### src/rtl/bin2seg_seq_if.sv
`default_nettype none
// ============================================================================
// Module   : bin2seg_seq_if
// Brief    : Start/done request and display result bundle for bin2seg_seq.
// Revision : 1.0
// ============================================================================
interface bin2seg_seq_if #(
  parameter int BIN_W  = 7,
  parameter int DIGITS = 2
);
  logic [BIN_W-1:0]    bin_in;
  logic                start;
  logic                blank_lz;
  logic                busy;
  logic                done;
  logic                overflow;
  logic [4*DIGITS-1:0] bcd;
  logic [7*DIGITS-1:0] seg;

  modport master (
    output bin_in, start, blank_lz,
    input  busy, done, overflow, bcd, seg
  );

  modport slave (
    input  bin_in, start, blank_lz,
    output busy, done, overflow, bcd, seg
  );
endinterface
`default_nettype wire

### src/rtl/bin2seg_seq.sv
`default_nettype none
// ============================================================================
// Module   : bin2seg_seq
// Brief    : Iterative double-dabble binary to multi-digit 7-segment driver.
// Revision : 1.0
// ============================================================================
module bin2seg_seq #(
  parameter int BIN_W          = 7,
  parameter int DIGITS         = 2,
  parameter int SEG_ACTIVE_LOW = 1
) (
  input  logic          clk,
  input  logic          rst_n,
  bin2seg_seq_if.slave  bus
);

  typedef enum logic [1:0] {
    S_IDLE = 2'd0,
    S_CONV = 2'd1,
    S_LOAD = 2'd2
  } state_t;

  localparam int         c_cnt_w = (BIN_W > 1) ? $clog2(BIN_W) : 1;
  localparam logic [6:0] c_blank = (SEG_ACTIVE_LOW != 0) ? 7'h7F : 7'h00;

  // Active-low glyphs; out-of-range digits fall back to blank.
  function automatic logic [6:0] f_glyph(input logic [3:0] d);
    case (d)
      4'd0:    f_glyph = 7'h40;
      4'd1:    f_glyph = 7'h79;
      4'd2:    f_glyph = 7'h24;
      4'd3:    f_glyph = 7'h30;
      4'd4:    f_glyph = 7'h19;
      4'd5:    f_glyph = 7'h12;
      4'd6:    f_glyph = 7'h02;
      4'd7:    f_glyph = 7'h78;
      4'd8:    f_glyph = 7'h00;
      4'd9:    f_glyph = 7'h10;
      default: f_glyph = 7'h7F;
    endcase
  endfunction

  function automatic logic [6:0] f_pol(input logic [6:0] s);
    f_pol = (SEG_ACTIVE_LOW != 0) ? s : ~s;
  endfunction

  state_t              r_state, w_next;
  logic [BIN_W-1:0]    r_shift;
  logic [4*DIGITS-1:0] r_work, w_adj, r_bcd;
  logic [7*DIGITS-1:0] r_seg, w_seg;
  logic [c_cnt_w-1:0]  r_cnt;
  logic                r_ovf_work, r_blank, r_done, r_ovf;
  logic                w_accept, w_last, w_lz_run;

  assign w_accept = (r_state == S_IDLE) && bus.start;
  assign w_last   = (r_cnt == c_cnt_w'(BIN_W - 1));

  always_ff @(posedge clk or negedge rst_n) begin
    if (!rst_n) r_state <= S_IDLE;
    else        r_state <= w_next;
  end

  always_comb begin
    w_next = r_state;
    case (r_state)
      S_IDLE:  if (bus.start) w_next = S_CONV;
      S_CONV:  if (w_last)    w_next = S_LOAD;
      S_LOAD:  w_next = S_IDLE;
      default: w_next = S_IDLE;
    endcase
  end

  always_comb begin
    w_adj = r_work;
    for (int i = 0; i < DIGITS; i++) begin
      if (r_work[4*i +: 4] >= 4'd5) w_adj[4*i +: 4] = r_work[4*i +: 4] + 4'd3;
    end
  end

  // Scan from the top digit; a digit is leading-zero only if all above it are zero.
  always_comb begin
    w_lz_run = 1'b1;
    w_seg    = '0;
    for (int i = DIGITS - 1; i >= 0; i--) begin
      w_lz_run = w_lz_run && (r_work[4*i +: 4] == 4'd0);
      if (r_ovf_work)
        w_seg[7*i +: 7] = f_pol(7'h3F);
      else if (r_blank && w_lz_run && (i != 0))
        w_seg[7*i +: 7] = c_blank;
      else
        w_seg[7*i +: 7] = f_pol(f_glyph(r_work[4*i +: 4]));
    end
  end

  always_ff @(posedge clk or negedge rst_n) begin
    if (!rst_n) begin
      r_shift    <= '0;
      r_work     <= '0;
      r_cnt      <= '0;
      r_ovf_work <= 1'b0;
      r_blank    <= 1'b0;
      r_done     <= 1'b0;
      r_ovf      <= 1'b0;
      r_bcd      <= '0;
      r_seg      <= {DIGITS{c_blank}};
    end else begin
      r_done <= (r_state == S_LOAD);
      if (w_accept) begin
        r_shift    <= bus.bin_in;
        r_blank    <= bus.blank_lz;
        r_work     <= '0;
        r_ovf_work <= 1'b0;
        r_cnt      <= '0;
      end
      if (r_state == S_CONV) begin
        // The bit leaving the top digit is a carry into 10**DIGITS.
        r_work     <= {w_adj[4*DIGITS-2:0], r_shift[BIN_W-1]};
        r_shift    <= r_shift << 1;
        r_ovf_work <= r_ovf_work | w_adj[4*DIGITS-1];
        r_cnt      <= r_cnt + c_cnt_w'(1);
      end
      if (r_state == S_LOAD) begin
        r_bcd <= r_work;
        r_ovf <= r_ovf_work;
        r_seg <= w_seg;
      end
    end
  end

  assign bus.busy     = (r_state == S_CONV);
  assign bus.done     = r_done;
  assign bus.overflow = r_ovf;
  assign bus.bcd      = r_bcd;
  assign bus.seg      = r_seg;

endmodule
`default_nettype wire
### src/flat_wrapper.sv
// flat-port wrapper written by rule: the top's interface ports become plain ports
module bin2seg_seq_flat 
#(
  parameter int BIN_W          = 7,
  parameter int DIGITS         = 2,
  parameter int SEG_ACTIVE_LOW = 1
)
  (clk, rst_n, bus_bin_in, bus_start, bus_blank_lz, bus_busy, bus_done, bus_overflow, bus_bcd, bus_seg);
  bin2seg_seq_if #(.BIN_W(BIN_W), .DIGITS(DIGITS)) bus_i ();
  input  logic clk;
  input  logic rst_n;
  input wire logic [$bits(bus_i.bin_in)-1:0] bus_bin_in;
  input wire logic [$bits(bus_i.start)-1:0] bus_start;
  input wire logic [$bits(bus_i.blank_lz)-1:0] bus_blank_lz;
  output wire logic [$bits(bus_i.busy)-1:0] bus_busy;
  output wire logic [$bits(bus_i.done)-1:0] bus_done;
  output wire logic [$bits(bus_i.overflow)-1:0] bus_overflow;
  output wire logic [$bits(bus_i.bcd)-1:0] bus_bcd;
  output wire logic [$bits(bus_i.seg)-1:0] bus_seg;
  assign bus_i.bin_in = bus_bin_in;
  assign bus_i.start = bus_start;
  assign bus_i.blank_lz = bus_blank_lz;
  assign bus_busy = bus_i.busy;
  assign bus_done = bus_i.done;
  assign bus_overflow = bus_i.overflow;
  assign bus_bcd = bus_i.bcd;
  assign bus_seg = bus_i.seg;
  bin2seg_seq #(.BIN_W(BIN_W), .DIGITS(DIGITS), .SEG_ACTIVE_LOW(SEG_ACTIVE_LOW)) u_core (.clk(clk), .rst_n(rst_n), .bus(bus_i));
endmodule
### config.mk
export PLATFORM = sky130hd
export DESIGN_NAME = bin2seg_seq_flat
export DESIGN_NICKNAME = d
export VERILOG_FILES = /design/src/rtl/bin2seg_seq_if.sv /design/src/rtl/bin2seg_seq.sv /design/src/flat_wrapper.sv
export SDC_FILE = /design/constraint.sdc
export NUM_CORES = 1
export LEC_CHECK = 0
export CAP_MARGIN = 25
export CORE_UTILIZATION = 35
export DETAILED_ROUTE_END_ITERATION = 10
export SKIP_LAST_GASP = 1
export SLEW_MARGIN = 20
export SYNTH_ARGS = -nofsm -noshare
export SYNTH_HDL_FRONTEND = slang
export SYNTH_SLANG_ARGS = --single-unit
### constraint.sdc
create_clock -name clk -period 3.8 [get_ports clk]
set_input_delay 0.76 -clock clk [delete_from_list [all_inputs] [get_ports clk]]
set_output_delay 0.76 -clock clk [all_outputs]
set_load 0.03 [all_outputs]
Figure 1. Placed cells, one colour a class (run 1).
Bar = 20 µm. Fill, decap, tap and diode cells in grey.
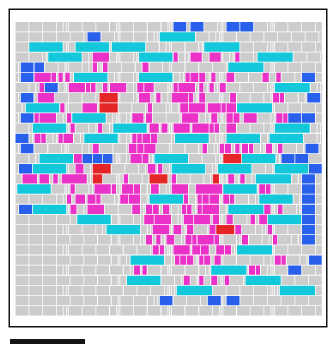
- registers: cyan (cells 46; share of their area 42%)
- clock drivers and dummy loads: red (cells 8; share of their area 3.5%)
- remaining logic cells: magenta (cells 184; share of their area 41%)
- remaining buffers and delay cells: blue (cells 38; share of their area 13%)

Figure 2. Cells by drive strength (run 1).
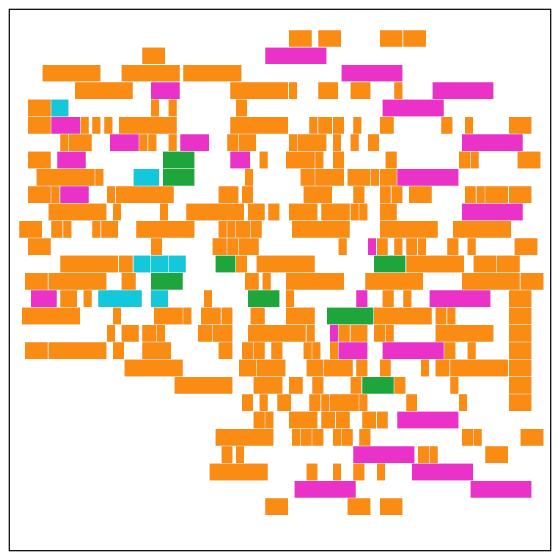
- x6 and larger: green (cells 8; share 2.9%)
- x3 and x4: cyan (cells 7; share 2.5%)
- x2: magenta (cells 26; share 9.4%)
- x1 and smaller: orange (cells 235; share 85%)

Figure 3. Gate-type map (run 1).
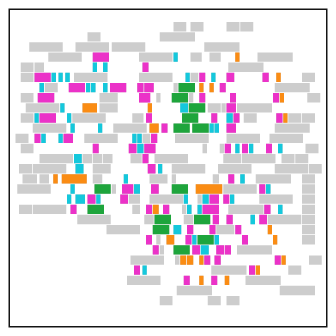
- fa/ha/maj cells: green (cells 14; most used ha_1)
- nand cells: cyan (cells 52; most used nand2_1)
- aoi and oai cells: magenta (cells 68; most used o21ai_0)
- nor cells: orange (cells 23; most used nor2_1)

==> deck_impl_summary.md, run 1 <==
Run Summary

Run status
  – Status: finished, violations left
  – Failing checks: design-rule violations

Power and ir drop
  – Combinational power share: 51.6%
  – Leak: 0.00122 µW

STA
  – Clock skew after layout: 0.00750 ns
  – Worst hold margin: 0.455 ns
  – Fin. max-slew vios: 0
  – Final setup TNS: 0 ns
  – Hold Vio Cnt, Final: 0
  – Final setup vio count: 0
  – Relative slew slack: 61.7%

Cells and area
  – Area delta synth->final: 19.0%
  – Post-route cell area: 2850 µm²

Routing
  – DR vias/cell: 5.11
  – Met3 WL: 142 µm
  – DRC errors left: 3
  – WL per Instance: 13.5 µm
  – M1 WL: 2560 µm
  – Met2 Wirelength: 2030 µm
  – Top layer used by detailed routing: met4
  – Via count: 1,804

Global route
  – Met2 usage: 22.5%
  – First-pass GRT wire length: 8640 µm
  – GR met1 Demand/Resource: 21.9%
  – Met3 Resource Use GR: 2.95%

Clocking
  – Post-CTS Setup Inserts: 0
  – Clock buffer count from CTS: 5
  – H-tree depth: 2
  – CTS root buf: clkbuf_8
  – Clk_lat worst skew: 0.30 ns

Worst setup path
  – Arrival @ worst endpoint: 1.92 ns
  – Worst Path Max Fanout: 18
  – R2R Path End: u_core.r_work[6]$_DFFE_PN0P_
  – Flop2flop setup slack: 2.00 ns
  – Critical path startpoint category: flip-flop

Synth
  – Top_reg_cell synth: dfrtp_1
  – Flip-flops with a built-in enable: 0
  – Seq share, synth: 48.8%
  – Post-Syn Nets: 268
  – # Cells Yosys: 243
  – Cell Type Count: 43

Die
  – Die area: 7180 µm²
  – FP Core Util: 36.9%

Hold path
  – Hold crit path type: in2async

Place
  – HPWL reported at the end of detailed placement: 3310 µm
-- run 1: cells by family (layout without fill, tap and decap cells) --
group | count (synthesis) | after routing | share of synthesized area [%]
buffers and inverters | 27 | 60 | 6.84
AOI/OAI and AO/OA | 74 | 74 | 20.0
adders and majority gates | 14 | 14 | 7.31
DFF | 46 | 46 | 48.8
and+or+nand+nor | 78 | 78 | 15.5
muxes | 2 | 2 | 0.888
xor gates and xnor gates | 2 | 2 | 0.732
-- run 1: through the flow --
stage	setup slack (ns)	power (µW)	utilization, %	cells
2_1_floorplan	2.13	1950	-	243
3_3_place_gp	1.44	2320	42.4	345
3_5_place_dp	1.43	2340	42.4	345
4_1_cts	1.09	2660	43.8	353
5_1_grt	1.04	2860	43.9	353
6_report	1.12	2640	43.9	353
-- run 1: layout make-up --
| type | count | area [µm²] | area share [%] |
|---|---|---|---|
| inverter | 14 | 57.6 | 2.02 |
| multi-input combinational | 170 | 1060 | 37.3 |
| clock inverter | 2 | 12.5 | 0.439 |
| timing repair buffer | 38 | 370 | 13.0 |
| clock buffer | 6 | 82.6 | 2.90 |
| sequential | 46 | 1170 | 41.0 |
| tap | 77 | 96.3 | 3.38 |
-- run 1: worst max path at each step --
stage	to	from	slack (ns)
after floorplan	bus_busy	u_core.r_state[1]$_DFFE_PN0P_	2.13
after global placement	bus_busy	u_core.r_state[1]$_DFFE_PN0P_	1.44
after detailed placement	u_core.r_blank$_DFFE_PN0P_	bus_start	1.43
after CTS	bus_busy	u_core.r_state[1]$_DFFE_PN0P_	1.09
after global routing	bus_busy	u_core.r_state[1]$_DFFE_PN0P_	1.04
final	bus_busy	u_core.r_state[1]$_DFFE_PN0P_	1.12
-- run 1: power by group through the flow --
stage / Sequential, µW / Clock (µW) / Combinational [µW]
floorplan: 1120 / 0 / 832
global placement: 966 / 0 / 1360
detailed placement: 973 / 0 / 1370
CTS: 962 / 328 / 1370
global route: 998 / 345 / 1520
finish: 960 / 316 / 1360
-- run 1: flip-flops by register name, indices dropped and copies added (netlist names) --
name / count
u_core.r_ovf_work: 1
u_core.r_blank: 1
u_core.bus.done: 1
u_core.r_work: 8
u_core.bus.bcd: 8
u_core.bus.overflow: 1
u_core.r_cnt: 3
u_core.r_state: 2
u_core.r_shift: 7
u_core.bus.seg: 14
-- run 1: cells in the final DEF (no fill, tap or decap), types with 2 or more instances in the layout --
cell type	synthesis	layout
nand2b_1	5	5
nand3_1	4	4
a22oi_2	5	5
a21o_1	2	2
or3_1	2	2
inv_2	2	2
xnor2_1	2	2
dfrtp_1	32	32
dfstp_2	14	14
o22ai_1	7	7
o311ai_1	2	2
nor3_1	3	3
a21oi_1	19	19
o21ai_0	25	25
ha_1	14	14
buf_4	3	4
clkdlybuf4s50_1	0	34
o22a_1	2	2
nand2_1	42	42
inv_1	11	11
o211ai_1	3	3
clkbuf_8	0	6
nor2_1	15	15
o31ai_2	2	2
a31oi_1	2	2
-- run 1: worst max-delay path, cell delays in order, from the launching register on --
cell             delay [ns]
dfrtp_1                0.41
nand2b_1               0.15
buf_4                  0.19
inv_6                  0.16
clkdlybuf4s50_1        0.70
Figure 4. Signal wires on met2 (run 1).
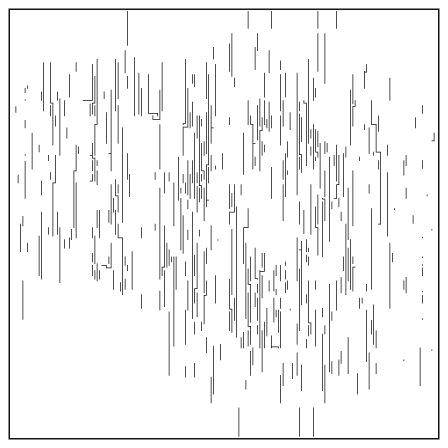

## Run 2: what changed since run 1
clock period = 2.4 ns   (was 3.8 ns; I/O delays follow)
Figure 5. Signal wires on met2 (run 2).
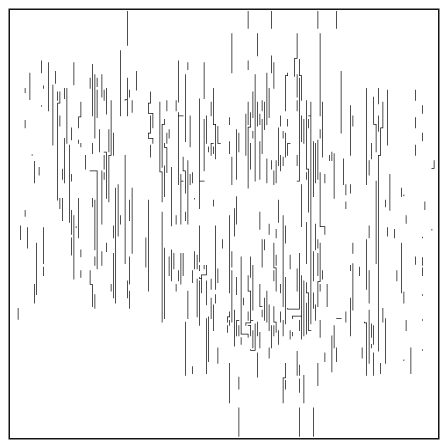
- longest straight run: 43.9 µm
- main direction: vertical
- share of all routed wire: 44%

Figure 6. Cells by drive strength (run 2).
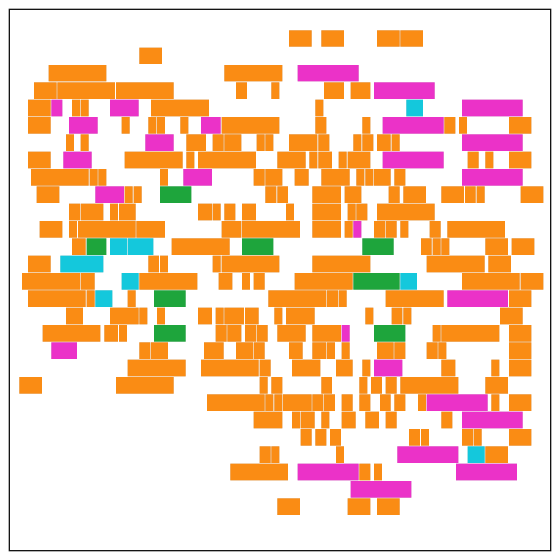
final worst slack: 0.110 ns
bufs w/o clock: 41
post-route cell area: 2860 µm²
area delta synth->final: 19.5%

==> deck_impl_summary.md, run 2 <==
Run Summary

Synth
  – Area figure in the yosys stat output: 2390 µm²
  – Synth top cell by count: nand2_1
  – FFs w/ async S/R, synth: 100%
  – # Cells Yosys: 243 (unchanged)
  – Top_reg_cell synth: dfrtp_1
  – Flip-flops with a built-in enable: 0 (unchanged)
  – Cell area leaders: dfrtp_1 33%, dfstp_2 15%, ha_1 7.3%
  – Seq share, synth: 48.8% (unchanged)
  – Top cell area share: 33.4%
  – Post-Syn Nets: 268 (unchanged)
  – Cell Type Count: 43 (unchanged)
  – Cells after Synth: 243

Routing
  – Drt total wl: 4780 µm
  – DRC errors left: 3 (unchanged)
  – 1st-pass router iterations: 7
  – DR vias/cell: 5.07 (-0.84%)
  – Via count: 1,799 (-0.28%)
  – WL per Instance: 13.5 µm (-0.73%)

STA
  – Setup repair after global routing missed its margin: false
  – Fin. max-slew vios: 0 (unchanged)
  – Slew @ Worst Pin: 0.835 ns
  – Worst hold margin: 0.280 ns (-0.175 ns)
  – Relative slew slack: 44.3% (-17 points)
  – Final setup vio count: 0 (unchanged)
  – Clock skew after layout: 0.00922 ns (+0.00172 ns)
  – Final setup TNS: 0 ns (unchanged)
  – Hold Vio Cnt, Final: 0 (unchanged)

Clocking
  – Clock buffer count from CTS: 5 (unchanged)
  – H-tree depth: 2 (unchanged)
  – CTS root buf: clkbuf_8
  – Post-CTS Setup Inserts: 0 (unchanged)
  – CTS tree: built
  – Sink Count: 46
  – Clk_lat worst skew: 0.29 ns (about the same)
  – Clk buf depth: 2
  – Hold_buf cts: 0

Worst setup path
  – Crit path to: bus_busy
  – CP required: 1.92 ns
  – Worst Path Max Fanout: 18 (unchanged)
  – Flop2flop setup slack: 0.64 ns (-1.36 ns)
  – Arrival @ worst endpoint: 1.81 ns (-0.11 ns)
  – Critical path startpoint category: flip-flop
  – Slowest CP cell: clkdlybuf4s50_1
  – Worst r2r src: u_core.r_work[1]$_DFFE_PN0P_
  – R2R Path End: u_core.r_work[1]$_DFFE_PN0P_
  – Critical path, cell by cell: nand2b_1 > inv_6 > clkdlybuf4s50_1
  – Max incr delay on CP: 0.70 ns (about the same)
  – Crit path capture type: primary output
  – Worst Setup SP: u_core.r_state[1]$_DFFE_PN0P_

Cells and area
  – Max reg flops: 14 (unchanged)
  – Layout cells sized above 1: 15.1%
  – Finished Layout Cells: 355 (+0.57%)
  – Top Layout Cells: 42 x nand2_1, 34 x clkdlybuf4s50_1, 32 x dfrtp_1
  – Top cell excl fill/tap: nand2_1

Global route
  – Gr ovfl total: 0
  – Initial antenna violation count: 0
  – First-pass GRT wire length: 8590 µm (-0.56%)

Place
  – Post-DP Area: 2780 µm²
  – HPWL reported at the end of detailed placement: 3410 µm (+2.9%)
  – Dpl cells: 348 (+0.87%)
  – I/O Buffers: 35

Run status
  – Status: finished, violations left
  – Failing checks: design-rule violations

Die
  – Core Box Area: 6490 µm²
  – Die area: 7180 µm² (unchanged)
  – Top-Level Pins: 36
  – FP Core Util: 36.9% (unchanged)

Power and ir drop
  – Leak: 0.00124 µW (+0.91%)
  – Pwr per Cell Area: 1450 nW/µm²
  – Maximum VDD drop: 624 µV

Hold path
  – Hold crit path type: in2async
-- run 2: cell types whose count changed in the layout (fill, tap and decap cells not counted), sizes merged --
cell	before	now
clkinv	1	0
clkbuf	6	7
clkinvlp	1	0
buf	4	7
-- run 2: power breakdown --
part	switching, µW	internal, µW	leakage, µW
clock	244	229	0.0000443
sequential	332	1190	0.000555
combinational	1260	904	0.000636
-- run 2: critical path: cells and delay by family, from the launching register on --
kind	cells	cell delay (ns)
buffers and inverters	2	0.88
and+or+nand+nor	1	0.23
DFF	1	0.42
-- run 2: layout make-up --
cell class	instances	area, µm²
multi-input combinational	170	1060
fill	637	3630
tap	77	96.3
timing repair buffer	41	390
sequential	46	1170
clock buffer	7	86.3
inverter	14	57.6
-- run 2: worst min path at each step --
stage | startpoint | endpoint | cells after the start
floorplan | rst_n | u_core.bus.bcd[0]$_DFFE_PN0P_ | 0
global placement | u_core.r_shift[6]$_DFFE_PN0P_ | u_core.r_shift[6]$_DFFE_PN0P_ | 2
detailed placement | u_core.r_shift[6]$_DFFE_PN0P_ | u_core.r_shift[6]$_DFFE_PN0P_ | 2
CTS | rst_n | u_core.r_shift[3]$_DFFE_PN0P_ | 1
global route | rst_n | u_core.r_shift[6]$_DFFE_PN0P_ | 1
finish | rst_n | u_core.r_shift[2]$_DFFE_PN0P_ | 1
-- run 2: logic make-up (layout without fill, tap and decap cells) --
| group | after synthesis | in the layout | share of synthesized area (%) |
|---|---|---|---|
| mux | 2 | 2 | 0.888 |
| simple gates | 78 | 78 | 15.5 |
| flops | 46 | 46 | 48.8 |
| xor+xnor | 2 | 2 | 0.732 |
| compound gates | 74 | 74 | 20.0 |
| fa+ha+maj | 14 | 14 | 7.31 |
| buf+inv | 27 | 62 | 6.84 |
-- run 2: per-stage QoR --
stage	util [%]	setup WS [ns]	power, µW
6_report	44.1	0.110	4160
3_5_place_dp	42.7	0.410	3700
5_1_grt	44.1	0.0299	4520
4_1_cts	44.1	0.0793	4200
2_1_floorplan	-	0.851	3090
3_3_place_gp	42.7	0.425	3670
-- run 2: layer usage --
metal  share of wire [%]  routed length, µm  track usage (%)  vias up
met2                  43               2080             22.0       32
li1                    -                  -                -      905
met4                0.48                 23             4.62        0
met1                  52               2470             22.4      860
met3                 4.3                203             3.05        2
met5                   0                  0                0        -
Figure 7. Gate-type map (run 2).
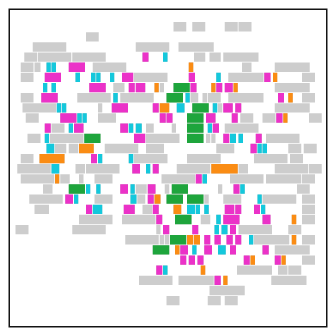

## Run 3: what changed since run 2
PLACE_DENSITY_LB_ADDON = 0.05   (was not set)
Figure 8. Gate-type map (run 3).
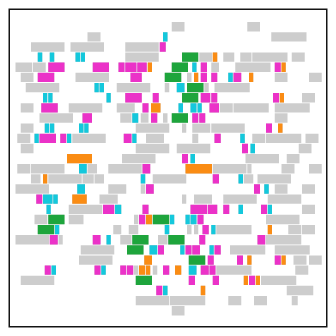
Finished Layout Cells: 354
Top cell excl fill/tap: nand2_1

Figure 9. Cells by drive strength (run 3).
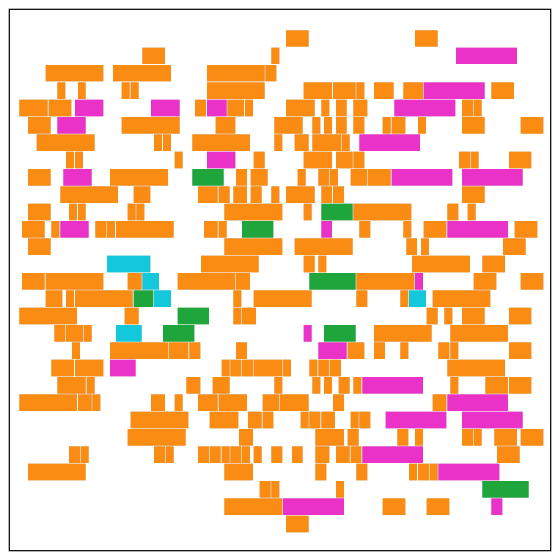
- x6 and larger: green (cells 9; share 3.2%)
- x2: magenta (cells 27; share 9.7%)
- x3 and x4: cyan (cells 5; share 1.8%)
- x1 and smaller: orange (cells 236; share 85%)

==> deck_impl_summary.md, run 3 <==
Run Summary

Run status
  – Status: finished, violations left
  – Failing checks: design-rule violations

Clocking
  – Clock buffer count from CTS: 5 (unchanged)
  – Post-CTS Setup Inserts: 0 (unchanged)
  – Sink Count: 46 (unchanged)
  – Clk buf depth: 2 (unchanged)
  – CTS tree: built
  – H-tree depth: 2 (unchanged)
  – Clk_lat worst skew: 0.29 ns (about the same)
  – Clock slew at reported path FFs: 0.09 ns
  – CTS root buf: clkbuf_8

Power and ir drop
  – Seq pwr share: 36.4% (-0.2 points)
  – Combinational power share: 51.9% (about the same)
  – Leak: 0.00124 µW (+0.40%)
  – Sw Ratio: 44.3% (+0.26 points)
  – Pint: 2320 µW (-0.11%)
  – Clock power share: 11.7% (+0.3 points)
  – Sw power: 1850 µW (+0.93%)
  – Pwr per Cell Area: 1460 nW/µm² (+0.18%)

Worst setup path
  – CP required: 1.92 ns (about the same)
  – Slowest CP cell: clkdlybuf4s50_1
  – Max incr delay on CP: 0.66 ns (-0.04 ns)
  – Worst Path Max Fanout: 2 (-16)
  – Critical path startpoint category: flip-flop
  – Arrival @ worst endpoint: 1.50 ns (-0.31 ns)
  – Crit path capture type: primary output
  – Critical path, cell by cell: clkdlybuf4s50_1
  – Buf+Inv Stages, Crit Path: 1 (-1)
  – Cell family with most CP delay: buffers and inverters

Place
  – Dpl cells: 346 (-0.57%)
  – HPWL reported at the end of detailed placement: 3520 µm (+3.4%)
  – I/O Buffers: 35 (unchanged)

Die
  – Top-Level Pins: 36 (unchanged)
  – FP Core Util: 36.9% (unchanged)
  – Die area: 7180 µm² (unchanged)
  – Core Box Area: 6490 µm² (unchanged)
  – Std-Cell Rows: 29

Hold path
  – Hold crit path type: in2async

Cells and area
  – Area delta synth->final: 19.7%
  – Final #Nets: 301
  – Max reg flops: 14 (unchanged)
  – Fillers: 646 (+1.4%)
  – Register area: 1170 µm² (unchanged)
  – Layout cells sized above 1: 14.8% (-0.31 points)
  – Antenna cell count: 0
  – Comb gate area: 1060 µm² (unchanged)
  – Top Layout Cells: 42 x nand2_1, 33 x clkdlybuf4s50_1, 32 x dfrtp_1

Routing
  – Via count: 1,834 (+1.9%)
  – 1st-pass router iterations: 7 (unchanged)
  – WL per Instance: 14.2 µm (+5.3%)
  – DR vias/cell: 5.18 (+2.2%)
  – Drt total wl: 5010 µm (+5.0%)
  – DRC errors left: 4 (+1)

Synth
  – Synth top cell by count: nand2_1
  – Area figure in the yosys stat output: 2390 µm² (unchanged)
  – FFs w/ async S/R, synth: 100% (unchanged)
  – Seq share, synth: 48.8% (unchanged)
  – Area of the mapped netlist: 2390 µm²
  – Area fraction in xor and xnor cells: 0.731% (unchanged)
  – Yosys aoi share: 20.0% (unchanged)
  – Post-Syn Nets: 268 (unchanged)
  – MUX area fraction: 0.888% (unchanged)
  – Simple-Gate Area Share: 15.5% (unchanged)
  – Adder share: 7.31% (unchanged)
  – Top cell area share: 33.4% (unchanged)
  – Flip-flops with a built-in enable: 0 (unchanged)
  – Top_reg_cell synth: dfrtp_1
  – Cell area leaders: dfrtp_1 33%, dfstp_2 15%, ha_1 7.3%
  – Cells after Synth: 243 (unchanged)
  – # Cells Yosys: 243 (unchanged)
  – Largest non-sequential cell family by area: AND-OR/OR-AND gates
  – Cell Type Count: 43 (unchanged)

STA
  – Hold Vio Cnt, Final: 0 (unchanged)
  – Final setup TNS: 0 ns (unchanged)
  – Fin. max-slew vios: 0 (unchanged)
  – Final setup vio count: 0 (unchanged)
  – Clock skew after layout: 0.00977 ns (+0.000548 ns)
  – Fin crit period: 1.98 ns
  – Slew @ Worst Pin: 0.616 ns (-0.219 ns)
  – Relative slew slack: 59.0% (+15 points)
  – Setup repair after global routing missed its margin: false

Global route
  – Initial antenna violation count: 0 (unchanged)
  – Gr ovfl total: 0 (unchanged)
  – First-pass GRT wire length: 8650 µm (+0.72%)
-- run 3: cell counts after synthesis --
Identical to the previous run, type by type.
-- run 3: worst reg2reg max path, delay by kind of cell (launching register included) --
kind | cells | cell delay, ns
AND-OR/OR-AND | 2 | 0.30
AND/OR/NAND/NOR | 2 | 0.48
buffers and inverters | 1 | 0.16
adder cells (fa/ha/maj) | 1 | 0.24
flip-flops | 1 | 0.49
-- run 3: cells by family (layout without fill, tap and decap cells) --
logic type      Yosys count  after routing
simple gates             78             78
buf+inv                  27             61
fa+ha+maj                14             14
flops                    46             46
mux                       2              2
xor+xnor                  2              2
compound gates           74             74
-- run 3: final timing paths --
check / startpoint / slack (ns) / cells past startpoint / end
max: u_core.bus.seg[13]$_DFFE_PN1P_ / 0.42 / 1 / bus_seg[13]
min: rst_n / 0.15 / 1 / u_core.bus.bcd[6]$_DFFE_PN0P_
max reg2reg: u_core.r_work[5]$_DFFE_PN0P_ / 0.63 / 6 / u_core.r_work[6]$_DFFE_PN0P_
min reg2reg: u_core.r_shift[6]$_DFFE_PN0P_ / 0.48 / 2 / u_core.r_shift[6]$_DFFE_PN0P_
max in group asynchronous: rst_n / 1.66 / 2 / u_core.bus.seg[0]$_DFFE_PN1P_
min in group clk: u_core.r_shift[6]$_DFFE_PN0P_ / 0.48 / 2 / u_core.r_shift[6]$_DFFE_PN0P_
-- run 3: what timing repair did --
action	4_1_cts	5_1_grt
hold buffers	0	0
resized	0	1
setup endpoints to repair	0	1
-- run 3: cell type report --
| type | instances | area share (%) |
|---|---|---|
| inverter | 14 | 2.01 |
| timing repair buffer | 39 | 13.6 |
| clock buffer | 7 | 3.01 |
| multi-input combinational | 170 | 37.1 |
| sequential | 46 | 40.8 |
| clock inverter | 1 | 0.175 |
| tap | 77 | 3.36 |
-- run 3: per-stage QoR --
stage | power [µW] | cell area, µm² | utilization, % | worst slack (ns) | hold WS, ns
5_1_grt | 4540 | 2870 | 44.1 | 0.374 | 0.180
6_report | 4170 | 2870 | 44.1 | 0.419 | 0.145
3_3_place_gp | 3690 | 2770 | 42.7 | 0.418 | 0.461
3_5_place_dp | 3710 | 2770 | 42.7 | 0.411 | 0.466
2_1_floorplan | 3090 | 2390 | - | 0.851 | 0.184
4_1_cts | 4220 | 2860 | 44.1 | 0.0657 | 0.153
-- run 3: power by group through the flow --
stage	logic, µW	clock network, µW	registers (µW)
after floorplan	1320	0	1770
after global placement	2160	0	1530
after detailed placement	2170	0	1540
after CTS	2190	510	1520
after global routing	2420	544	1570
final	2160	487	1520
-- run 3: metal layers --
metal | track usage [%] | wire [µm] | vias up
met3 | 2.95 | 245 | 8
met4 | 4.62 | 59 | 0
met1 | 22.8 | 2530 | 879
li1 | - | - | 898
met5 | 0 | 0 | -
met2 | 22.4 | 2170 | 49
Power is estimated from default activity; no workload was simulated.
